File: src/rtl/ctrl_pkg.sv
// Shared control-bundle types, widths and bubble constants for the D/E and E/M
// pipeline registers.
package ctrl_pkg;

  localparam logic [4:0] RA_REG_DEF = 5'd31;

  // Controls latched at D/E; Rt/Rd travel along so E can pick the destination.
  typedef struct packed {
    logic       valid;
    logic       jump;
    logic       jalVal;
    logic       jalDst;
    logic       regWrite;
    logic       memWrite;
    logic       memToReg;
    logic       signOrZero;
    logic       regDst;
    logic       regVal;
    logic [1:0] aluSrc;
    logic [1:0] pcBranchAddr;
    logic [1:0] aluOp;
    logic [1:0] maskOp;
    logic [4:0] rt;
    logic [4:0] rd;
  } ctrlE_t;

  typedef struct packed {
    logic       valid;
    logic       jump;
    logic       jalVal;
    logic       jalDst;
    logic       regWrite;
    logic       memWrite;
    logic       memToReg;
    logic [1:0] maskOp;
    logic [4:0] writeReg;
  } ctrlM_t;

  localparam int CTRL_E_W = $bits(ctrlE_t);
  localparam int CTRL_M_W = $bits(ctrlM_t);

  localparam ctrlE_t BUBBLE_E = '0;
  localparam ctrlM_t BUBBLE_M = '0;

endpackage

File: src/rtl/ctrl_pipe_reg.sv
// W-bit pipeline register with async reset, hold, and bubble-load.
// Hold has priority over bubble so a frozen stage never loses its contents.
module ctrl_pipe_reg #(
  parameter int           W      = 8,
  parameter logic [W-1:0] BUBBLE = '0
) (
  input  logic         clk,
  input  logic         rst,
  input  logic         hold,
  input  logic         bubble,
  input  logic [W-1:0] d,
  output logic [W-1:0] q
);

  // NOTE: sequential state uses non-blocking assignments so every register in
  // the pipeline samples its input from the same pre-edge values.
  always_ff @(posedge clk or posedge rst) begin
    if (rst)         q <= BUBBLE;
    else if (hold)   q <= q;
    else if (bubble) q <= BUBBLE;
    else             q <= d;
  end

endmodule

File: src/rtl/ctrl_pipe.sv
// Carries decoder controls through D/E and E/M, resolves the Execute-stage
// destination register, and detects load-use hazards.
module ctrl_pipe
  import ctrl_pkg::*;
#(
  parameter logic [4:0] RA_REG      = RA_REG_DEF,
  parameter bit         LOAD_USE_EN = 1'b1
) (
  input  logic       clk,
  input  logic       rst,
  input  logic       StallM,
  input  logic       FlushE,
  input  logic       ValidD,
  input  logic [4:0] RsD,
  input  logic [4:0] RtD,
  input  logic [4:0] RdD,
  input  logic       JumpD,
  input  logic       JALValD,
  input  logic       JALDstD,
  input  logic       RegWriteD,
  input  logic       MemWriteD,
  input  logic       MemToRegD,
  input  logic       SignOrZeroD,
  input  logic       RegDstD,
  input  logic       RegValD,
  input  logic [1:0] ALUSrcD,
  input  logic [1:0] PCBranchAddrD,
  input  logic [1:0] ALUOpD,
  input  logic [1:0] MaskOpD,
  output logic       SignOrZeroE,
  output logic       RegDstE,
  output logic       RegValE,
  output logic [1:0] ALUSrcE,
  output logic [1:0] PCBranchAddrE,
  output logic [1:0] ALUOpE,
  output logic [4:0] WriteRegE,
  output logic       JumpM,
  output logic       JALValM,
  output logic       JALDstM,
  output logic       RegWriteM,
  output logic       MemWriteM,
  output logic       MemToRegM,
  output logic [1:0] MaskOpM,
  output logic [4:0] WriteRegM,
  output logic       ValidE,
  output logic       ValidM,
  output logic       StallD
);

  ctrlE_t dIn, eq;
  ctrlM_t mIn, mq;
  logic   flushPend, kill, hazard;

  assign dIn = '{valid: ValidD, jump: JumpD, jalVal: JALValD, jalDst: JALDstD,
                 regWrite: RegWriteD, memWrite: MemWriteD, memToReg: MemToRegD,
                 signOrZero: SignOrZeroD, regDst: RegDstD, regVal: RegValD,
                 aluSrc: ALUSrcD, pcBranchAddr: PCBranchAddrD, aluOp: ALUOpD,
                 maskOp: MaskOpD, rt: RtD, rd: RdD};

  assign WriteRegE = eq.jalDst ? RA_REG : (eq.regDst ? eq.rd : eq.rt);

  // A load in E whose result D needs must advance alone; r0 is never a real dependency.
  assign hazard = LOAD_USE_EN && eq.valid && eq.memToReg && eq.regWrite &&
                  (WriteRegE != 5'd0) && ValidD &&
                  ((WriteRegE == RsD) || (WriteRegE == RtD));

  assign StallD = hazard | StallM;
  assign kill   = FlushE | flushPend;

  // A redirect seen while memory is frozen is remembered until the first free edge.
  always_ff @(posedge clk or posedge rst) begin
    if (rst)         flushPend <= 1'b0;
    else if (StallM) flushPend <= flushPend | FlushE;
    else             flushPend <= 1'b0;
  end

  ctrl_pipe_reg #(.W(CTRL_E_W), .BUBBLE(BUBBLE_E)) deReg (
    .clk    (clk),
    .rst    (rst),
    .hold   (StallM),
    .bubble (kill | hazard | ~ValidD),
    .d      (dIn),
    .q      (eq)
  );

  assign mIn = '{valid: eq.valid, jump: eq.jump, jalVal: eq.jalVal,
                 jalDst: eq.jalDst, regWrite: eq.regWrite,
                 memWrite: eq.memWrite, memToReg: eq.memToReg,
                 maskOp: eq.maskOp, writeReg: WriteRegE};

  ctrl_pipe_reg #(.W(CTRL_M_W), .BUBBLE(BUBBLE_M)) emReg (
    .clk    (clk),
    .rst    (rst),
    .hold   (StallM),
    .bubble (1'b0),
    .d      (mIn),
    .q      (mq)
  );

  assign ValidE        = eq.valid;
  assign SignOrZeroE   = eq.signOrZero;
  assign RegDstE       = eq.regDst;
  assign RegValE       = eq.regVal;
  assign ALUSrcE       = eq.aluSrc;
  assign PCBranchAddrE = eq.pcBranchAddr;
  assign ALUOpE        = eq.aluOp;

  assign ValidM    = mq.valid;
  assign JumpM     = mq.jump;
  assign JALValM   = mq.jalVal;
  assign JALDstM   = mq.jalDst;
  assign RegWriteM = mq.regWrite;
  assign MemWriteM = mq.memWrite;
  assign MemToRegM = mq.memToReg;
  assign MaskOpM   = mq.maskOp;
  assign WriteRegM = mq.writeReg;

endmodule
File: config.mk
export PLATFORM = sky130hd
export DESIGN_NAME = ctrl_pipe
export DESIGN_NICKNAME = d
export VERILOG_FILES = /design/src/rtl/ctrl_pkg.sv /design/src/rtl/ctrl_pipe_reg.sv /design/src/rtl/ctrl_pipe.sv
export SDC_FILE = /design/constraint.sdc
export NUM_CORES = 1
export LEC_CHECK = 0
export ABC_AREA = 0
export CORE_MARGIN = 1.5
export CORE_UTILIZATION = 48
export CTS_CLUSTER_DIAMETER = 100
export CTS_CLUSTER_SIZE = 24
export DETAILED_ROUTE_END_ITERATION = 7
export PLACE_DENSITY = 0.95
export SETUP_SLACK_MARGIN = 0.15
export SYNTH_ARGS = -nofsm -noshare
export SYNTH_HDL_FRONTEND = slang
export SYNTH_HIERARCHICAL = 1
export SYNTH_SLANG_ARGS = --single-unit
File: constraint.sdc
create_clock -name clk -period 4.3 [get_ports clk]
set_input_delay 0.86 -clock clk [delete_from_list [all_inputs] [get_ports clk]]
set_output_delay 0.86 -clock clk [all_outputs]
set_load 0.02 [all_outputs]
Fig. 1: routing congestion
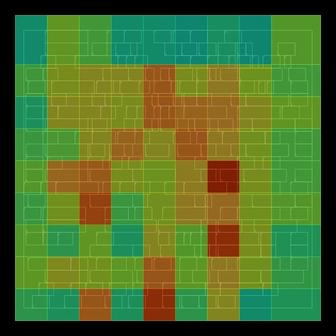
met1 Resource Use GR: 29.15%
wire per inst: 14.71 um

Fig. 2: cell classes on the final placement
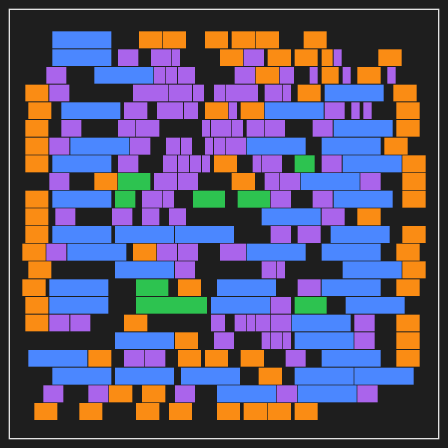
Key: blue = flip-flops [cells 43, share of their area 41%]; orange = other buffers and delay cells [cells 67, share of their area 26%]; purple = all other logic [cells 100, share of their area 29%]; green = clock drivers and dummy loads [cells 8, share of their area 4.5%]

==> reports/results.ini <==
[logic_synthesis]
synth_cells=151
ys_chip_area_um2=1893
synth.distinct_cells=35
ys_sh_mux_pct=2.379

[drt]
dr_wl_met2_um=1853
via_per_inst=5.432
first_pass_iters=6
wirelength_um=3913

[power]
vdd_drop_max_mv=0.3003
combPwrFrac_pct=17.2
p_leak_nw=1.210
swShare_pct=24.76
p_int_w=0.0006833
clkPwrFrac_pct=34.7
powerComb_w=0.000156

[final_layout]
largest_class=sequential cells
lay_top_count=clkdlybuf4s50_1
comb_area_share_pct=26.82
logic_area_um2=713.2
clockNetworkAreaShare_pct=4.376
layout.nonclk_buf_share_pct=24.94
fillers=273
logic_gates=92
regArea_um2=1076
fin_area_um2=2659

[place]
numPortBuffers=66
dp_hpwl_um=2884

[sta]
post-route-period-util_pct=88.12
min_period_ns=3.789
hold_violations=0
fin_ws_ns=0.5107
worst_clock_skew_ns=0.008857
setup_violations=0

[worst_setup_path]
crit_path_start=deReg/q[19]
crit_path_end_kind=output port
critPathBufInv=1
cpPeakStageDelay_ns=0.63
critical-path-top-delay-family=simple AND/OR/NAND/NOR gates

[clocking]
ctsResizeCount=0
clockBufferDepth=2
numCtsBuffers=5

[global_routing]
grt.busiest_layer=met2

[status]
status=finished, final reports clean

[job]
warnings=26

[worst_hold_path]
hold_class=flop to flop

Fig. 3: cell area per tile
The die is cut into 7 by 7 equal tiles; black is low, pale yellow is high, 0 to 100% covered.
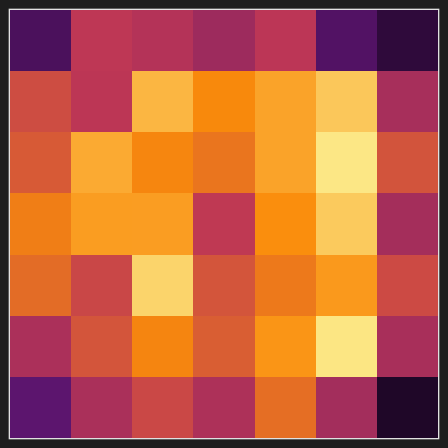
The mean over all tiles is 60%. 29% of the tiles are over 75% full. The fullest tile reaches 95%.
Initial Util: 50.94%
core box area: 3716 um2
fin util: 71.55%

Fig. 4: sub-block map
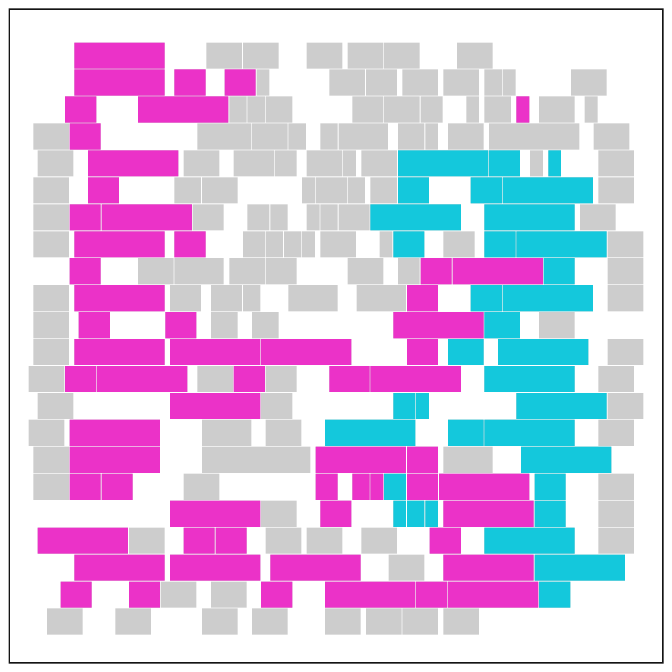
Key: magenta = `deReg` [cells 60]; cyan = `emReg` [cells 34]
DIE AREA: 4330 um2
Finished Layout Cells: 266

## final timing paths
| check | end | slack [ns] |
|---|---|---|
| setup / recovery | StallD | 0.51 |
| hold / removal | flushPend | 0.49 |
| setup reg to reg | deReg/q[18] | 1.53 |
| hold reg to reg | flushPend | 0.49 |
| max in group asynchronous | deReg/q[26] | 2.50 |
| min in group asynchronous | flushPend | 0.76 |
## synth_stat cells (all sizes together), types with 3 or more instances
cell / instances
nand2: 5
nor2: 5
a22o: 40
buf: 8
dfrtp: 43
o21ai: 3
nand3: 4
xor2: 3
a21oi: 5
mux2i: 3
inv: 8
## sequential cells by signal (all words and copies together), names as in the netlist
name       count
flushPend      1
emReg/q       14
deReg/q       28
